<file path="src/rtl/sa_host_ctrl.sv">
// Host-side job controller for the systolic-array subsystem: streams M operand words into the
// subsystem input FIFO, then drains M result words from the output FIFO to a valid/ready sink.
module sa_host_ctrl #(
    parameter int unsigned DIN_WIDTH = 8,
    parameter int unsigned N         = 4
) (
    input  logic                     sys_clk,
    input  logic                     rst,
    input  logic                     start,
    input  logic [7:0]               m_minus_one,
    output logic                     busy,
    output logic                     done,
    input  logic [2*DIN_WIDTH*N-1:0] s_data,
    input  logic                     s_valid,
    output logic                     s_ready,
    output logic [2*DIN_WIDTH*N-1:0] din,
    output logic                     wr_fifo,
    input  logic                     in_fifo_full,
    output logic                     rd_fifo,
    input  logic [2*DIN_WIDTH*N-1:0] dout,
    input  logic                     out_fifo_empty,
    output logic [2*DIN_WIDTH*N-1:0] m_data,
    output logic                     m_valid,
    input  logic                     m_ready
);
    localparam int unsigned BUS_WIDTH = 2 * DIN_WIDTH * N;
    localparam int unsigned JOB_WIDTH = 8;
    localparam int unsigned CNT_WIDTH = 9;
    localparam int unsigned OCC_WIDTH = 2;
    localparam int unsigned CRD_WIDTH = 3;

    typedef enum logic [1:0] {
        S_IDLE  = 2'd0,
        S_LOAD  = 2'd1,
        S_DRAIN = 2'd2,
        S_DONE  = 2'd3
    } state_t;

    state_t                 state_q, state_d;
    logic [JOB_WIDTH-1:0]   job_q, job_d;
    logic [CNT_WIDTH-1:0]   in_cnt_q, in_cnt_d;
    logic [CNT_WIDTH-1:0]   rd_issued_q, rd_issued_d;
    logic [CNT_WIDTH-1:0]   out_cnt_q, out_cnt_d;
    logic                   busy_q, busy_d;
    logic                   done_q, done_d;
    logic                   wr_fifo_q, wr_fifo_d;
    logic [BUS_WIDTH-1:0]   din_q, din_d;
    logic                   rd_inflight_q, rd_inflight_d;
    logic [BUS_WIDTH-1:0]   buf_q [2];
    logic [BUS_WIDTH-1:0]   buf_d [2];
    logic                   wr_ptr_q, wr_ptr_d;
    logic                   rd_ptr_q, rd_ptr_d;
    logic [OCC_WIDTH-1:0]   occ_q, occ_d;

    logic                   s_hs;
    logic                   push;
    logic                   pop;
    logic                   credit_ok;
    logic                   last_in;
    logic                   last_out;

    // Handshakes and FIFO strobes
    assign s_ready   = (state_q == S_LOAD) && !in_fifo_full;
    assign s_hs      = s_valid && s_ready;
    assign m_valid   = (occ_q != '0);
    assign m_data    = buf_q[rd_ptr_q];
    assign pop       = m_valid && m_ready;
    assign push      = rd_inflight_q;
    assign last_in   = (in_cnt_q == CNT_WIDTH'(job_q));
    assign last_out  = (out_cnt_q == CNT_WIDTH'(job_q));
    // A pop this cycle frees its slot before a read issued now can land, sustaining one word per cycle.
    assign credit_ok = (CRD_WIDTH'(occ_q) + CRD_WIDTH'(rd_inflight_q)) < (CRD_WIDTH'(2) + CRD_WIDTH'(pop));
    assign rd_fifo   = (state_q == S_DRAIN) && !out_fifo_empty && credit_ok
                       && (rd_issued_q <= CNT_WIDTH'(job_q));

    assign busy    = busy_q;
    assign done    = done_q;
    assign wr_fifo = wr_fifo_q;
    assign din     = din_q;

    // Next-state and datapath
    always_comb begin
        state_d       = state_q;
        job_d         = job_q;
        in_cnt_d      = in_cnt_q;
        rd_issued_d   = rd_issued_q;
        out_cnt_d     = out_cnt_q;
        din_d         = din_q;
        wr_fifo_d     = 1'b0;
        rd_inflight_d = rd_fifo;
        wr_ptr_d      = wr_ptr_q;
        rd_ptr_d      = rd_ptr_q;
        occ_d         = occ_q;
        buf_d[0]      = buf_q[0];
        buf_d[1]      = buf_q[1];

        case (state_q)
            S_IDLE: begin
                if (start) begin
                    job_d       = m_minus_one;
                    in_cnt_d    = '0;
                    rd_issued_d = '0;
                    out_cnt_d   = '0;
                    wr_ptr_d    = 1'b0;
                    rd_ptr_d    = 1'b0;
                    occ_d       = '0;
                    state_d     = S_LOAD;
                end
            end
            S_LOAD: begin
                if (s_hs) begin
                    din_d     = s_data;
                    wr_fifo_d = 1'b1;
                    in_cnt_d  = in_cnt_q + CNT_WIDTH'(1);
                    if (last_in) begin
                        state_d = S_DRAIN;
                    end
                end
            end
            S_DRAIN: begin
                if (rd_fifo) begin
                    rd_issued_d = rd_issued_q + CNT_WIDTH'(1);
                end
                if (push) begin
                    buf_d[wr_ptr_q] = dout;
                    wr_ptr_d        = !wr_ptr_q;
                end
                if (pop) begin
                    rd_ptr_d  = !rd_ptr_q;
                    out_cnt_d = out_cnt_q + CNT_WIDTH'(1);
                    if (last_out) begin
                        state_d = S_DONE;
                    end
                end
                occ_d = occ_q + OCC_WIDTH'(push) - OCC_WIDTH'(pop);
            end
            S_DONE: begin
                state_d = S_IDLE;
            end
            default: begin
                state_d = S_IDLE;
            end
        endcase

        busy_d = (state_d != S_IDLE);
        done_d = (state_d == S_DONE);
    end

    always_ff @(posedge sys_clk or posedge rst) begin
        if (rst) begin
            state_q       <= S_IDLE;
            job_q         <= '0;
            in_cnt_q      <= '0;
            rd_issued_q   <= '0;
            out_cnt_q     <= '0;
            busy_q        <= 1'b0;
            done_q        <= 1'b0;
            wr_fifo_q     <= 1'b0;
            din_q         <= '0;
            rd_inflight_q <= 1'b0;
            buf_q[0]      <= '0;
            buf_q[1]      <= '0;
            wr_ptr_q      <= 1'b0;
            rd_ptr_q      <= 1'b0;
            occ_q         <= '0;
        end else begin
            state_q       <= state_d;
            job_q         <= job_d;
            in_cnt_q      <= in_cnt_d;
            rd_issued_q   <= rd_issued_d;
            out_cnt_q     <= out_cnt_d;
            busy_q        <= busy_d;
            done_q        <= done_d;
            wr_fifo_q     <= wr_fifo_d;
            din_q         <= din_d;
            rd_inflight_q <= rd_inflight_d;
            buf_q[0]      <= buf_d[0];
            buf_q[1]      <= buf_d[1];
            wr_ptr_q      <= wr_ptr_d;
            rd_ptr_q      <= rd_ptr_d;
            occ_q         <= occ_d;
        end
    end

endmodule

</file>
<file path="config.mk">
export PLATFORM = sky130hd
export DESIGN_NAME = sa_host_ctrl
export DESIGN_NICKNAME = d
export VERILOG_FILES = /design/src/rtl/sa_host_ctrl.sv
export SDC_FILE = /design/constraint.sdc
export NUM_CORES = 1
export LEC_CHECK = 0
export CORE_AREA = 2 2 149 151
export DETAILED_ROUTE_END_ITERATION = 10
export DIE_AREA = 0 0 151 153
export GPL_TIMING_DRIVEN = 1
export PLACE_DENSITY = 0.85
export SKIP_LAST_GASP = 1
export SLEW_MARGIN = 5
export SYNTH_ARGS = -nofsm -noshare
export SYNTH_HDL_FRONTEND = slang
export SYNTH_SLANG_ARGS = --single-unit
</file>
<file path="constraint.sdc">
create_clock -name sys_clk -period 9.4 [get_ports sys_clk]
set_input_delay 0.94 -clock sys_clk [delete_from_list [all_inputs] [get_ports sys_clk]]
set_output_delay 0.94 -clock sys_clk [all_outputs]
set_load 0.005 [all_outputs]
</file>
congestion.png
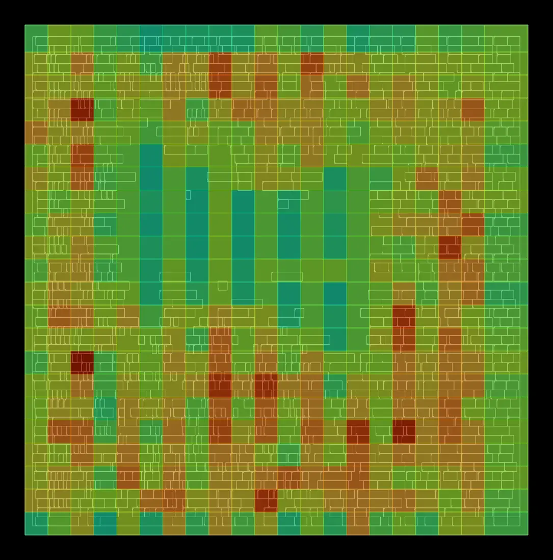
GR Layer Usage met3: 0.0722
layer with the highest usage: met2
M1 GR Usage: 0.255
gr usage total: 0.208

layer_met4.png
Scale: 2 px per um.
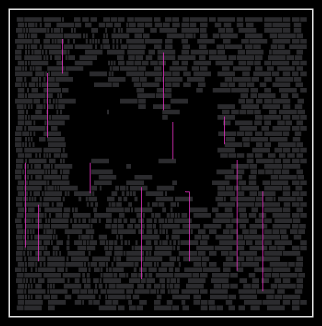
wire length on this layer: 381 um
nets with wire on the layer: 6
longest straight run: 55.1 um
routed vias: 7332
WL final: 24200 um

==> flow_summary.yaml <==
# physical design summary
status:
  outcome: "complete, no violations"
global_routing:
  grt_pass1_vias: 7737
  grt_max_degree: 107
  grt_antenna_before_repair: 0
  grtUsageMet2: 0.356
  grt_pass1_wl_um: 39000
final_timing:
  final_hold_viol_count: 0
  setup_violations: 0
  period_used_share: 0.412
  slew_viol_final: 0
  grt_setup_unrepaired: "no"
  slew_headroom: 0.262
  setup_tns_ns: 0
setup_path:
  path_max_fanout: 7
  cp.arrival_ns: 2.93
  startpoint_type: "input pin"
drt:
  vias_per_cell: 5.10
  ant_nets: 0
  dr.first_iter.drc_count: 243
  post-route-drc-count: 0
placement:
  gp_congestion: 0.817
  pre_cts_slack_ns: 5.51
  io_buffers: 276
cts:
  cts_resized: 0
  cts_max_level: 1
  worstSkewPairLatency_ns: 0.52
  postCtsSetupRepairBufs: 0
  clk_pin_slew_ns: 0.06
finish:
  final_layout_size_suffix_gt1_frac: 0.212
  fin_nets: 1300
  diodes: 0
yosys:
  top_area_cell: "dfrtp_1"
  ys_ff: 237
  synth_cells: 871
  synthFlopType: "dfrtp_1"
  most_common_cell: "dfrtp_1"
  yosys_warnings: 0
  syn_area_per_cell_sq_um: 12.0
  top_cells_by_count: "dfrtp_1, nand2_1, mux2_2"
  yosys_area_sq_um: 10400
job:
  warning_count: 29
hold_path:
  hp-class: "flop to flop"
[cells in the final DEF (no fill, tap or decap), drive strengths merged, types with 3 or more instances in the layout]
master	n
nor2b	4
clkbuf	40
ha	15
a21oi	7
xnor2	16
nand3	10
o21ai	14
a221o	4
nor3	5
nand2	227
and4	5
xor2	14
buf	7
inv	14
nor2	22
a22o	3
and3	3
mux2	194
clkdlybuf4s50	276
nand4	9
dfrtp	237
nor4	4
a21o	3
or2	4
[layer usage]
layer | vias to the layer above | share of wire
met1 | 3544 | 0.41
met4 | 0 | 0.016
li1 | 3494 | -
met2 | 262 | 0.48
met5 | - | 0
met3 | 32 | 0.10
[sequential cells by signal, indices dropped and copies added, names as in the netlist]
| register | flops |
|---|---|
| rd_issued_q | 9 |
| out_cnt_q | 9 |
| wr_fifo | 1 |
| push | 1 |
| din | 64 |
| busy | 1 |
| buf_q | 128 |
| done | 1 |
| occ_q | 2 |
| state_q | 2 |
| wr_ptr_q | 1 |
| job_q | 8 |
| rd_ptr_q | 1 |
| in_cnt_q | 9 |
[per-stage QoR]
stage / area [sq um] / total power [W] / hold WS (ns) / util / cells
after global routing: 14200 / 0.00287 / 0.502 / 0.661 / 1438
after floorplan: 10400 / 0.00149 / 0.454 / - / 871
after detailed placement: 13400 / 0.00181 / 0.461 / 0.625 / 1395
after CTS: 14200 / 0.00277 / 0.476 / 0.661 / 1438
final: 14200 / 0.00273 / 0.471 / 0.661 / 1438
after global placement: 13400 / 0.00180 / 0.456 / 0.625 / 1395
[critical path, stage by stage]
cell,delay [ns]
clkdlybuf4s50_1,0.46
o21a_1,0.20
a2bb2oi_1,0.12
nor4_4,0.33
nand2_1,0.21
inv_2,0.16
clkdlybuf4s50_1,0.52
[where the power goes]
| group | internal, W | switching [W] |
|---|---|---|
| sequential | 0.00115 | 0.000104 |
| clock | 0.000556 | 0.000381 |
| combinational | 0.000310 | 0.000226 |
| total | 0.00202 | 0.000711 |
[area by class of cell]
cell class	instances	area, sq um
clock buffers	40	732
well taps	280	350
repair buffers	283	2820
fillers	1609	7290
flip-flops and latches	237	5930
clock inverters	3	43.8
inverters	13	56.3
multi-input cells	582	4260
[worst paths after layout]
kind | from | to | slack (ns) | cells past startpoint
worst max-delay path | m_ready | rd_fifo | 5.53 | 7
worst min-delay path | din[42]$_DFFE_PP0P_ | din[42]$_DFFE_PP0P_ | 0.47 | 2
worst max register to register | state_q[1]$_DFF_PP0_ | in_cnt_q[6]$_DFFE_PP0P_ | 6.26 | 9
worst min register to register | din[42]$_DFFE_PP0P_ | din[42]$_DFFE_PP0P_ | 0.47 | 2
max in group asynchronous | rst | rd_ptr_q$_DFFE_PP0P_ | 6.32 | 4
min in group asynchronous | rst | din[56]$_DFFE_PP0P_ | 0.93 | 2
[cell families after synthesis]
group	count (synthesis)	share of synthesized area
compound gates	39	0.0264
simple gates	302	0.127
flops	237	0.569
fa+ha+maj	15	0.0180
mux	196	0.212
xor+xnor	30	0.0252
buf+inv	52	0.0227
Power is estimated from default activity; no workload was simulated.
